<file path="config.mk">
export PLATFORM = sky130hd
export DESIGN_NAME = div_unit_flat
export DESIGN_NICKNAME = d
export VERILOG_FILES = /design/src/rtl/div_unit_if.sv /design/src/rtl/div_unit.sv /design/src/flat_wrapper.sv
export SDC_FILE = /design/constraint.sdc
export NUM_CORES = 1
export LEC_CHECK = 0
export ABC_AREA = 1
export CORE_UTILIZATION = 63
export DETAILED_ROUTE_END_ITERATION = 16
export MAX_ROUTING_LAYER = met4
export PLACE_DENSITY = 0.93
export REMOVE_ABC_BUFFERS = 1
export SYNTH_ARGS = -nofsm -noshare
export SYNTH_HDL_FRONTEND = slang
export SYNTH_SLANG_ARGS = --single-unit
export TNS_END_PERCENT = 100
</file>
<file path="constraint.sdc">
create_clock -name clk -period 7 [get_ports clk]
set_clock_uncertainty 0.15 [all_clocks]
set_input_delay 1.4 -clock clk [delete_from_list [all_inputs] [get_ports clk]]
set_output_delay 1.4 -clock clk [all_outputs]
set_load 0.01 [all_outputs]
</file>
<file path="src/rtl/div_unit_if.sv">
// Start/done/div_0 handshake and operand/result bus between the control unit and the divider.
// The master (control unit) drives start and operands; the slave (divider) returns HI/LO and status.
interface div_unit_if #(
    parameter int WIDTH = 32
);
    logic             start;
    logic [WIDTH-1:0] A;
    logic [WIDTH-1:0] B;
    logic [WIDTH-1:0] HI;
    logic [WIDTH-1:0] LO;
    logic             busy;
    logic             done;
    logic             div_0;

    modport master (
        output start, A, B,
        input  HI, LO, busy, done, div_0
    );

    modport slave (
        input  start, A, B,
        output HI, LO, busy, done, div_0
    );
endinterface

</file>
<file path="src/rtl/div_unit.sv">
// Multicycle signed restoring divider: quotient to LO, remainder to HI, 33 cycles from accept to done.
// start is only sampled in IDLE; divide-by-zero answers with a one-cycle done+div_0 and leaves HI/LO alone.
module div_unit #(
    parameter int WIDTH = 32,
    parameter int CNT_W = 6
) (
    input logic       clk,
    input logic       reset,
    div_unit_if.slave bus
);
    typedef enum logic [1:0] {IDLE, RUN, FIX} state_t;

    state_t             state;
    logic [CNT_W-1:0]   cnt;
    logic [WIDTH:0]     rem;
    logic [WIDTH:0]     dvs;
    logic [WIDTH-1:0]   quo;
    logic               sign_q;
    logic               sign_r;
    logic [WIDTH-1:0]   hi_q;
    logic [WIDTH-1:0]   lo_q;
    logic               busy_q;
    logic               done_q;
    logic               div0_q;

    // The dividend magnitude is read as unsigned, so |-2^31| = 0x80000000 stays exact in WIDTH bits.
    logic [WIDTH-1:0]   a_mag;
    logic [WIDTH:0]     b_ext;
    logic [WIDTH:0]     b_mag;
    logic [WIDTH+1:0]   rem_sh;
    logic [WIDTH:0]     rem_sub;
    logic               ge;

    always_comb begin
        a_mag   = bus.A[WIDTH-1] ? -bus.A : bus.A;
        b_ext   = {bus.B[WIDTH-1], bus.B};
        b_mag   = b_ext[WIDTH] ? -b_ext : b_ext;
        rem_sh  = {rem, quo[WIDTH-1]};
        ge      = (rem_sh >= {1'b0, dvs});
        rem_sub = rem_sh[WIDTH:0] - dvs;
    end

    always_ff @(posedge clk or negedge reset) begin
        if (!reset) begin
            state  <= IDLE;
            cnt    <= '0;
            rem    <= '0;
            dvs    <= '0;
            quo    <= '0;
            sign_q <= 1'b0;
            sign_r <= 1'b0;
            hi_q   <= '0;
            lo_q   <= '0;
            busy_q <= 1'b0;
            done_q <= 1'b0;
            div0_q <= 1'b0;
        end else begin
            done_q <= 1'b0;
            div0_q <= 1'b0;
            case (state)
                IDLE: begin
                    if (bus.start) begin
                        if (bus.B == '0) begin
                            done_q <= 1'b1;
                            div0_q <= 1'b1;
                        end else begin
                            quo    <= a_mag;
                            dvs    <= b_mag;
                            rem    <= '0;
                            cnt    <= '0;
                            sign_q <= bus.A[WIDTH-1] ^ bus.B[WIDTH-1];
                            sign_r <= bus.A[WIDTH-1];
                            busy_q <= 1'b1;
                            state  <= RUN;
                        end
                    end
                end
                RUN: begin
                    rem <= ge ? rem_sub : rem_sh[WIDTH:0];
                    quo <= {quo[WIDTH-2:0], ge};
                    cnt <= cnt + CNT_W'(1);
                    if (cnt == CNT_W'(WIDTH - 1)) begin
                        state <= FIX;
                    end
                end
                FIX: begin
                    lo_q   <= sign_q ? -quo : quo;
                    hi_q   <= sign_r ? -rem[WIDTH-1:0] : rem[WIDTH-1:0];
                    done_q <= 1'b1;
                    busy_q <= 1'b0;
                    state  <= IDLE;
                end
                default: state <= IDLE;
            endcase
        end
    end

    assign bus.HI    = hi_q;
    assign bus.LO    = lo_q;
    assign bus.busy  = busy_q;
    assign bus.done  = done_q;
    assign bus.div_0 = div0_q;
endmodule

</file>
<file path="src/flat_wrapper.sv">
// flat-port wrapper written by rule: the top's interface ports become plain ports
module div_unit_flat 
#(
    parameter int WIDTH = 32,
    parameter int CNT_W = 6
)
  (clk, reset, bus_start, bus_A, bus_B, bus_HI, bus_LO, bus_busy, bus_done, bus_div_0);
  div_unit_if #(.WIDTH(WIDTH)) bus_i ();
  input logic clk;
  input logic reset;
  input wire logic [$bits(bus_i.start)-1:0] bus_start;
  input wire logic [$bits(bus_i.A)-1:0] bus_A;
  input wire logic [$bits(bus_i.B)-1:0] bus_B;
  output wire logic [$bits(bus_i.HI)-1:0] bus_HI;
  output wire logic [$bits(bus_i.LO)-1:0] bus_LO;
  output wire logic [$bits(bus_i.busy)-1:0] bus_busy;
  output wire logic [$bits(bus_i.done)-1:0] bus_done;
  output wire logic [$bits(bus_i.div_0)-1:0] bus_div_0;
  assign bus_i.start = bus_start;
  assign bus_i.A = bus_A;
  assign bus_i.B = bus_B;
  assign bus_HI = bus_i.HI;
  assign bus_LO = bus_i.LO;
  assign bus_busy = bus_i.busy;
  assign bus_done = bus_i.done;
  assign bus_div_0 = bus_i.div_0;
  div_unit #(.WIDTH(WIDTH), .CNT_W(CNT_W)) u_core (.clk(clk), .reset(reset), .bus(bus_i));
endmodule
</file>
m2.png
(3 px per um)
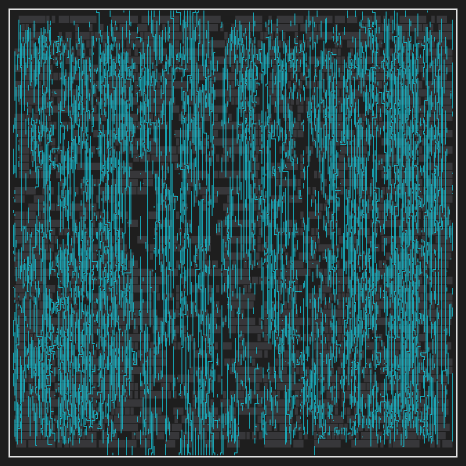
wire length on this layer: 20.1 mm
longest straight run: 73.1 um
nets with wire on the layer: 1854
main direction: vertical
share of all routed wire: 49%
DR vias: 14043
global-route met2 utilization: 0.661

class_map.png
(2 px per um) Fill, decap, tap and diode cells in grey.
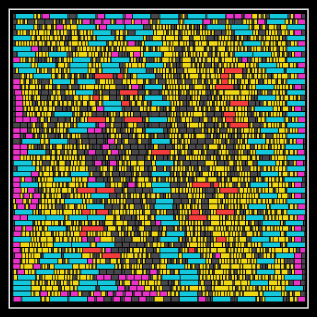
[cyan] registers | cells: 175 | share of their area: 29%
[magenta] remaining buffers and delay cells | cells: 143 | share of their area: 9.2%
[yellow] remaining logic cells | cells: 1874 | share of their area: 58%
[red] clock drivers and dummy loads | cells: 32 | share of their area: 4.0%
row count: 53
core region area: 0.0211 mm^2
cell area after layout: 0.0156 mm^2
Seq area share: 0.281

==> Slide: Implementation Results <==
Run Summary

Synthesis
  – Dominant cell area share: 0.323
  – Synth Flop Type: dfrtp_1
  – Synth cell count leaders: 739 x nand2_1, 280 x inv_1, 191 x nand3_1, 187 x nor2_1, 175 x dfrtp_1

Power
  – Register share of total power: 0.302
  – Worst vdd ir: approximately 0.00017 V
  – Flop+latch power: 1.48 mW
  – P_int: 2.58 mW
  – P_leak: about 8 nW

Outcome
  – Status: finished clean

Timing
  – Fmax: roughly 250 MHz
  – Max_slew headroom: 0.298
  – Final slew viol count: 0

Worst hold path
  – Hold Path Class: reg2reg

Clock network
  – Post-CTS Setup Bufs: 0
  – CTS root buf: clkbuf_16

Route
  – WL met3: roughly 2800 um
  – Top layer in use: met4
  – 1st-pass router iterations: 8
  – WL met1: 15900 um

Cells and area
  – Multi-input gates: ~1600
  – Diode count: 3
  – Biggest Area Class: combinational gates

Global route
  – GR Util met3: 0.0638
  – Global-route wire length before repair: 65400 um
  – Gr busiest metal: met2

Worst setup path
  – Max FO, Critical Path: ~73
  – R2r setup slk: 3740 ps
  – Setup crit start kind: input pin
  – Arrival time at the worst endpoint: roughly 4200 ps

Placement
  – Placed Area: around 0.015 mm^2

Floorplanning
  – Die X: 149 um
clock_nets.png
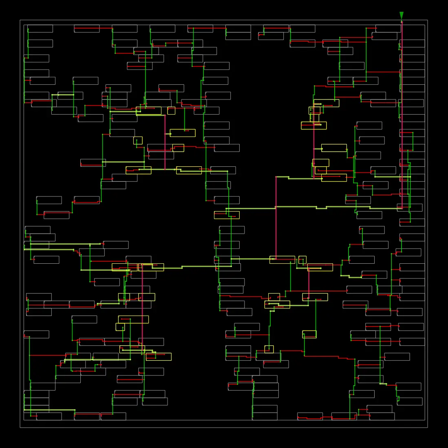
CTS buffer count: 17
clk pwr: 1.01 mW
CTS sink cnt: 175
clk latency late pin: 450 ps
final-layout clock buffer total: 18

Power and IR drop assume default switching activity.
